$ cat src/rtl/dsp_seq_ctrl_pkg.sv
// Shared definitions for the BRAM0 -> DSP -> BRAM1 sequencer.
// Holds the default address width and datapath latency, the FSM state encoding
// and the width of the optional cycle counter (macro DSP_SEQ_PERF_CNT_EN).
package dsp_seq_ctrl_pkg;

  localparam int ADDR_WIDTH_DEF = 5;
  localparam int LAT_DEF        = 4;
  localparam int PERF_W         = 16;
  localparam int DRAIN_W        = 5;

  typedef enum logic [1:0] {
    ST_IDLE  = 2'd0,
    ST_RUN   = 2'd1,
    ST_DRAIN = 2'd2,
    ST_DONE  = 2'd3
  } state_e;

endpackage

$ cat src/rtl/dsp_seq_ctrl_delay_line.sv
// delay_line: async-reset shift register, DEPTH stages of WIDTH bits.
// Ports:
//   clk_i  - clock
//   rst_ni - asynchronous active-low reset, clears every stage
//   din    - value entering stage 0
//   dout   - value that entered DEPTH cycles earlier
module delay_line #(
  parameter int WIDTH = 6,
  parameter int DEPTH = 4
) (
  input  logic             clk_i,
  input  logic             rst_ni,
  input  logic [WIDTH-1:0] din,
  output logic [WIDTH-1:0] dout
);

  logic [WIDTH-1:0] stages [DEPTH];

  always_ff @(posedge clk_i or negedge rst_ni) begin
    if (!rst_ni) begin
      for (int i = 0; i < DEPTH; i++) stages[i] <= '0;
    end else begin
      stages[0] <= din;
      for (int i = 1; i < DEPTH; i++) stages[i] <= stages[i-1];
    end
  end

  assign dout = stages[DEPTH-1];

endmodule

$ cat src/rtl/dsp_seq_ctrl.sv
// dsp_seq_ctrl: burst sequencer for the BRAM0 -> DSP -> BRAM1 datapath.
// Accepts a start in IDLE, issues len consecutive BRAM0 reads, drains the
// LAT-cycle pipeline while the matching BRAM1 writes emerge from a delay line,
// then pulses done for one cycle.
// Ports:
//   clk_i, rst_ni           - clock, asynchronous active-low reset
//   start_i, len_i          - start request and element count (clamped to 2^ADDR_WIDTH)
//   busy_o, done_o          - busy in RUN/DRAIN/DONE, one-cycle completion pulse
//   bram0_en_o/r_addr_o     - BRAM0 read issue
//   bram1_web_o/w_addr_o    - BRAM1 write, read issue delayed by LAT cycles
//   cycles_o                - only with DSP_SEQ_PERF_CNT_EN: cycles of the last run
module dsp_seq_ctrl
  import dsp_seq_ctrl_pkg::*;
#(
  parameter int ADDR_WIDTH = ADDR_WIDTH_DEF,
  parameter int LAT        = LAT_DEF
) (
  input  logic                  clk_i,
  input  logic                  rst_ni,
  input  logic                  start_i,
  input  logic [ADDR_WIDTH:0]   len_i,
  output logic                  busy_o,
  output logic                  done_o,
  output logic                  bram0_en_o,
  output logic [ADDR_WIDTH-1:0] bram0_r_addr_o,
  output logic                  bram1_web_o,
  output logic [ADDR_WIDTH-1:0] bram1_w_addr_o
`ifdef DSP_SEQ_PERF_CNT_EN
  ,
  output logic [PERF_W-1:0]     cycles_o
`endif
);

  localparam logic [ADDR_WIDTH:0] MAX_LEN    = {1'b1, {ADDR_WIDTH{1'b0}}};
  localparam logic [DRAIN_W-1:0]  DRAIN_INIT = DRAIN_W'(LAT - 1);

  state_e                state_q, state_d;
  logic [ADDR_WIDTH:0]   len_q, len_d;
  logic [ADDR_WIDTH:0]   cnt_q, cnt_d;
  logic [DRAIN_W-1:0]    drain_q, drain_d;
  logic                  en_q, en_d;
  logic [ADDR_WIDTH-1:0] addr_q, addr_d;
  logic                  busy_q, busy_d;
  logic                  done_q, done_d;
  logic [ADDR_WIDTH:0]   wr_bus;

  always_ff @(posedge clk_i or negedge rst_ni) begin
    if (!rst_ni) begin
      state_q <= ST_IDLE;
      len_q   <= '0;
      cnt_q   <= '0;
      drain_q <= '0;
      en_q    <= 1'b0;
      addr_q  <= '0;
      busy_q  <= 1'b0;
      done_q  <= 1'b0;
    end else begin
      state_q <= state_d;
      len_q   <= len_d;
      cnt_q   <= cnt_d;
      drain_q <= drain_d;
      en_q    <= en_d;
      addr_q  <= addr_d;
      busy_q  <= busy_d;
      done_q  <= done_d;
    end
  end

  // cnt holds the index of the next read to issue; the burst ends when it
  // equals len, which is exact because cnt is one bit wider than the address.
  always_comb begin
    state_d = state_q;
    len_d   = len_q;
    cnt_d   = cnt_q;
    drain_d = drain_q;
    en_d    = 1'b0;
    addr_d  = '0;
    done_d  = 1'b0;
    case (state_q)
      ST_IDLE: begin
        if (start_i) begin
          len_d = (len_i > MAX_LEN) ? MAX_LEN : len_i;
          if (len_d == '0) begin
            state_d = ST_DONE;
            done_d  = 1'b1;
          end else begin
            state_d = ST_RUN;
            en_d    = 1'b1;
            cnt_d   = (ADDR_WIDTH+1)'(1);
          end
        end
      end
      ST_RUN: begin
        if (cnt_q == len_q) begin
          state_d = ST_DRAIN;
          drain_d = DRAIN_INIT;
        end else begin
          en_d   = 1'b1;
          addr_d = cnt_q[ADDR_WIDTH-1:0];
          cnt_d  = cnt_q + 1'b1;
        end
      end
      ST_DRAIN: begin
        if (drain_q == '0) begin
          state_d = ST_DONE;
          done_d  = 1'b1;
        end else begin
          drain_d = drain_q - 1'b1;
        end
      end
      default: state_d = ST_IDLE;
    endcase
    busy_d = (state_d != ST_IDLE);
  end

  assign busy_o         = busy_q;
  assign done_o         = done_q;
  assign bram0_en_o     = en_q;
  assign bram0_r_addr_o = addr_q;

  // The read address is forced to zero whenever no read is issued, so the
  // delayed write address is zero whenever the write enable is low.
  delay_line #(
    .WIDTH(ADDR_WIDTH + 1),
    .DEPTH(LAT)
  ) u_delay (
    .clk_i (clk_i),
    .rst_ni(rst_ni),
    .din   ({en_q, addr_q}),
    .dout  (wr_bus)
  );

  assign bram1_web_o    = wr_bus[ADDR_WIDTH];
  assign bram1_w_addr_o = wr_bus[ADDR_WIDTH-1:0];

`ifdef DSP_SEQ_PERF_CNT_EN
  logic [PERF_W-1:0] cycles_q;

  // Cleared on start acceptance; counts every non-IDLE cycle and holds in IDLE.
  always_ff @(posedge clk_i or negedge rst_ni) begin
    if (!rst_ni) begin
      cycles_q <= '0;
    end else if (state_q == ST_IDLE && start_i) begin
      cycles_q <= '0;
    end else if (state_q != ST_IDLE && cycles_q != {PERF_W{1'b1}}) begin
      cycles_q <= cycles_q + 1'b1;
    end
  end

  assign cycles_o = cycles_q;
`else
  // No cycle counter in this build.
`endif

endmodule

$ cat config.mk
export PLATFORM = sky130hd
export DESIGN_NAME = dsp_seq_ctrl
export DESIGN_NICKNAME = d
export VERILOG_FILES = /design/src/rtl/dsp_seq_ctrl_pkg.sv /design/src/rtl/dsp_seq_ctrl_delay_line.sv /design/src/rtl/dsp_seq_ctrl.sv
export SDC_FILE = /design/constraint.sdc
export NUM_CORES = 1
export LEC_CHECK = 0
export ABC_AREA = 1
export CORE_MARGIN = 3
export CORE_UTILIZATION = 49
export DETAILED_ROUTE_END_ITERATION = 10
export GPL_TIMING_DRIVEN = 0
export PLACE_DENSITY = 0.74
export SYNTH_ARGS = -nofsm -noshare
export SYNTH_HDL_FRONTEND = slang
export SYNTH_SLANG_ARGS = --single-unit
export TNS_END_PERCENT = 10
$ cat constraint.sdc
create_clock -name clk_i -period 1.3 [get_ports clk_i]
set_input_delay 0.26 -clock clk_i [delete_from_list [all_inputs] [get_ports clk_i]]
set_output_delay 0.26 -clock clk_i [all_outputs]
set_load 0.005 [all_outputs]
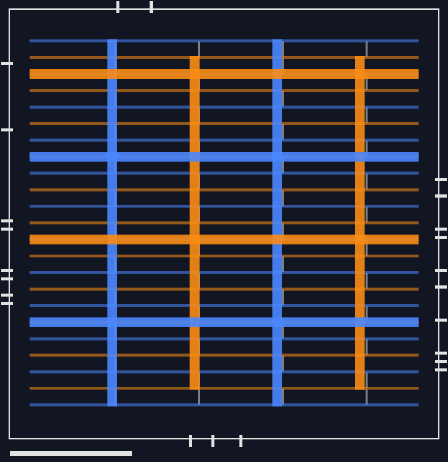
Fig. 1. PDN straps and rails (run 1).
Scale bar: 20 um. Pins as bars on the die edge. Tap cells in gray.
| color | net |
|---|---|
| orange | VDD |
| blue | VSS |
met4 straps: 4
met1 rails: 23
signal pins: 23
Die H: 70.4 um
core region area: 0.00383 sq mm
die span in x: 70.4 um
maximum vdd drop: 1.19 mV

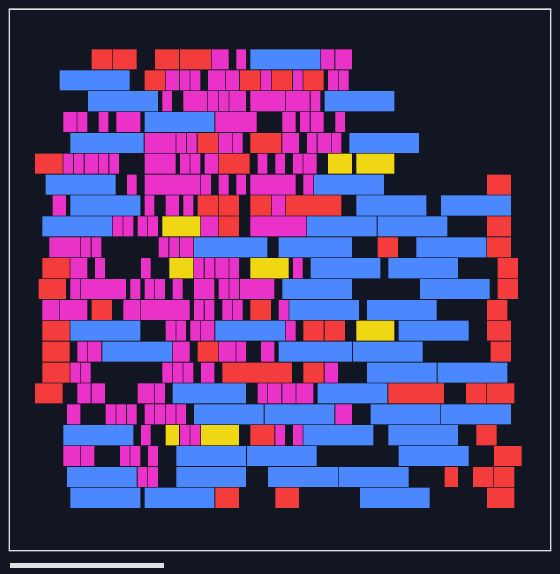
Fig. 2. Placement by cell class (run 1).
Scale bar: 20 um.
| color | class | cells | share of their area |
|---|---|---|---|
| red | other buffers and delay cells | 51 | 18% |
| magenta | combinational and other logic | 150 | 30% |
| yellow | clock drivers and dummy loads | 8 | 3.5% |
| blue | flops | 51 | 49% |
final instance area: 0.00269 sq mm
flop share of the area: 0.477
final core utilization: 0.702
std cell rows: 22

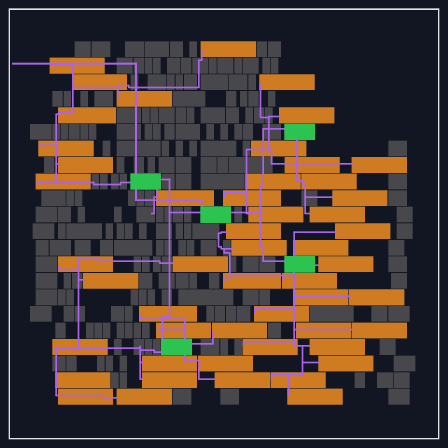
Fig. 3. Clock distribution (run 1).
[purple] clock wires | length: 521 um
[orange] flip-flops | count: 51
[green] clock drivers | count: 5
routed clock nets: 6
flops lie: widely spread
Clock Power Share: 0.154
Latency at later pin: 0.30 ns

==> results.yml, run 1 <==
# implementation run metrics
synth:
  top_area_cell: "dfrtp_1"
  common_cells: "nand2_1 (59), dfrtp_1 (51), inv_1 (24), nor2_1 (21), nand3_1 (17)"
  most_common_cell: "nand2_1"
  yosys_warnings: 0
  avgSynthCellArea_sq_um: 9.80
  synthArstFlopShare: 1.00
  fa_ha_area_frac: 0.0185
sta:
  period_minus_slack_ns: 1.39
  layout_setup_ws_ns: -0.0890
  skew_ns: 0.0112
  setup-violations-final: 13
  fmax_mhz: 720
  slew_violations: 0
job:
  maxCapViolCount: 0
detailed_routing:
  wl_mm: 3.87
  final_antenna_net_count: 0
  wl_met2_mm: 1.91
  dr_wl_met3_um: 175
setup_path:
  r2r_end: "drain_q[4]$_DFFE_PN0P_"
  required_ns: 1.50
  path_depth: 8
  crit_type: "register to register"
  reg2reg_from: "drain_q[1]$_DFFE_PN0P_"
  crit_end: "drain_q[4]$_DFFE_PN0P_"
  cp-start-kind: "register"
status:
  violations: "setup timing"
  status: "finished, violations left"
grt:
  antenna_found_initial: 0
  gr-usage-met2: 0.239
  grt_use_total: 0.149
  gr-usage-met1: 0.196
  grt_pass1_wl_mm: 5.80
finish:
  clock_area_frac: 0.0340
  largest_class: "registers"
  comb_share: 0.257
  num-fill-cells: 284
clock_tree:
  cts_root_buf: "clkbuf_8"
  cts-resized-gates: 34
floorplanning:
  ios: 23
  initCoreUtil: 0.530
placed_design:
  gp_congestion: 0.810
pwr:
  finalPower_w: 0.00590
worst_hold_path:
  hold_class: "register to register"
==> inputs of run 2 (changes only) <==
--- a/config.mk
+++ b/config.mk
@@ -8,6 +8,7 @@
 export ABC_AREA = 1
 export CORE_MARGIN = 3
 export CORE_UTILIZATION = 49
+export CTS_CLUSTER_DIAMETER = 150
 export DETAILED_ROUTE_END_ITERATION = 10
 export GPL_TIMING_DRIVEN = 0
 export PLACE_DENSITY = 0.74
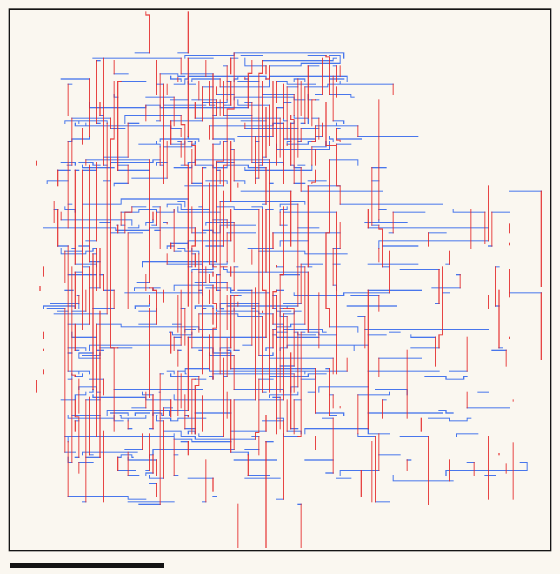
Fig. 4. Signal wires by layer (run 2).
Scale bar: 20 um. Only two layers are drawn.
| color | layer | wire length |
|---|---|---|
| red | metal 2 | 1910 um |
| blue | metal 1 | 1690 um |
WL final: 3.87 mm
GRT Total Usage: 0.149

==> run 2 against run 1 <==
Against the previous run:
- maximum frequency stayed put
- the run still ends with setup timing left
- clock skew unchanged
- hold slack unchanged
- non-clock buffer count unchanged
- flip-flop count stayed put
- final area stayed put
==> results.yml, run 2 <==
# implementation run metrics
pwr:
  max-vdd-ir-drop_mv: 1.19
  clkPwrFrac: 0.154
synth:
  most_common_cell: "nand2_1"
  avgSynthCellArea_sq_um: 9.80
  synthArstFlopShare: 1.00
  fa_ha_area_frac: 0.0185
  yosys_warnings: 0
  top_area_cell: "dfrtp_1"
job:
  maxCapViolCount: 0
clock_tree:
  cts_root_buf: "clkbuf_8"
  cts-resized-gates: 34
status:
  violations: "setup timing"
  status: "finished, violations left"
detailed_routing:
  dr_wl_met3_um: 175
  final_antenna_net_count: 0
  wl_met2_mm: 1.91
floorplanning:
  ios: 23
  die_w_um: 70.4
  core.rowCount: 22
  core_area_sq_mm: 0.00383
  die_h_um: 70.4
worst_hold_path:
  hold_class: "register to register"
sta:
  slew_violations: 0
  period_minus_slack_ns: 1.39
  layout_setup_ws_ns: -0.0890
  setup-violations-final: 13
finish:
  largest_class: "registers"
  clock_area_frac: 0.0340
  stdcell_area_sq_mm: 0.00269
  seq_share: 0.477
placed_design:
  gp_congestion: 0.810
grt:
  gr-usage-met2: 0.239
  grt_pass1_wl_mm: 5.80
  antenna_found_initial: 0
setup_path:
  required_ns: 1.50
  crit_type: "register to register"
  path_depth: 8
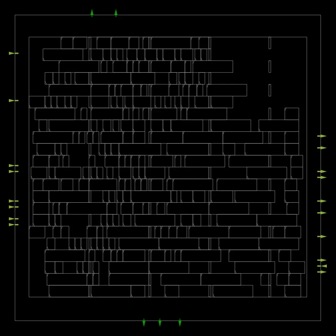
Fig. 5. Cell outlines without signal wires (run 2).
Tap Count: 48
post-route insts no fill: 308
fillers: 284
flip-flops: 51

Power and IR drop assume default switching activity.
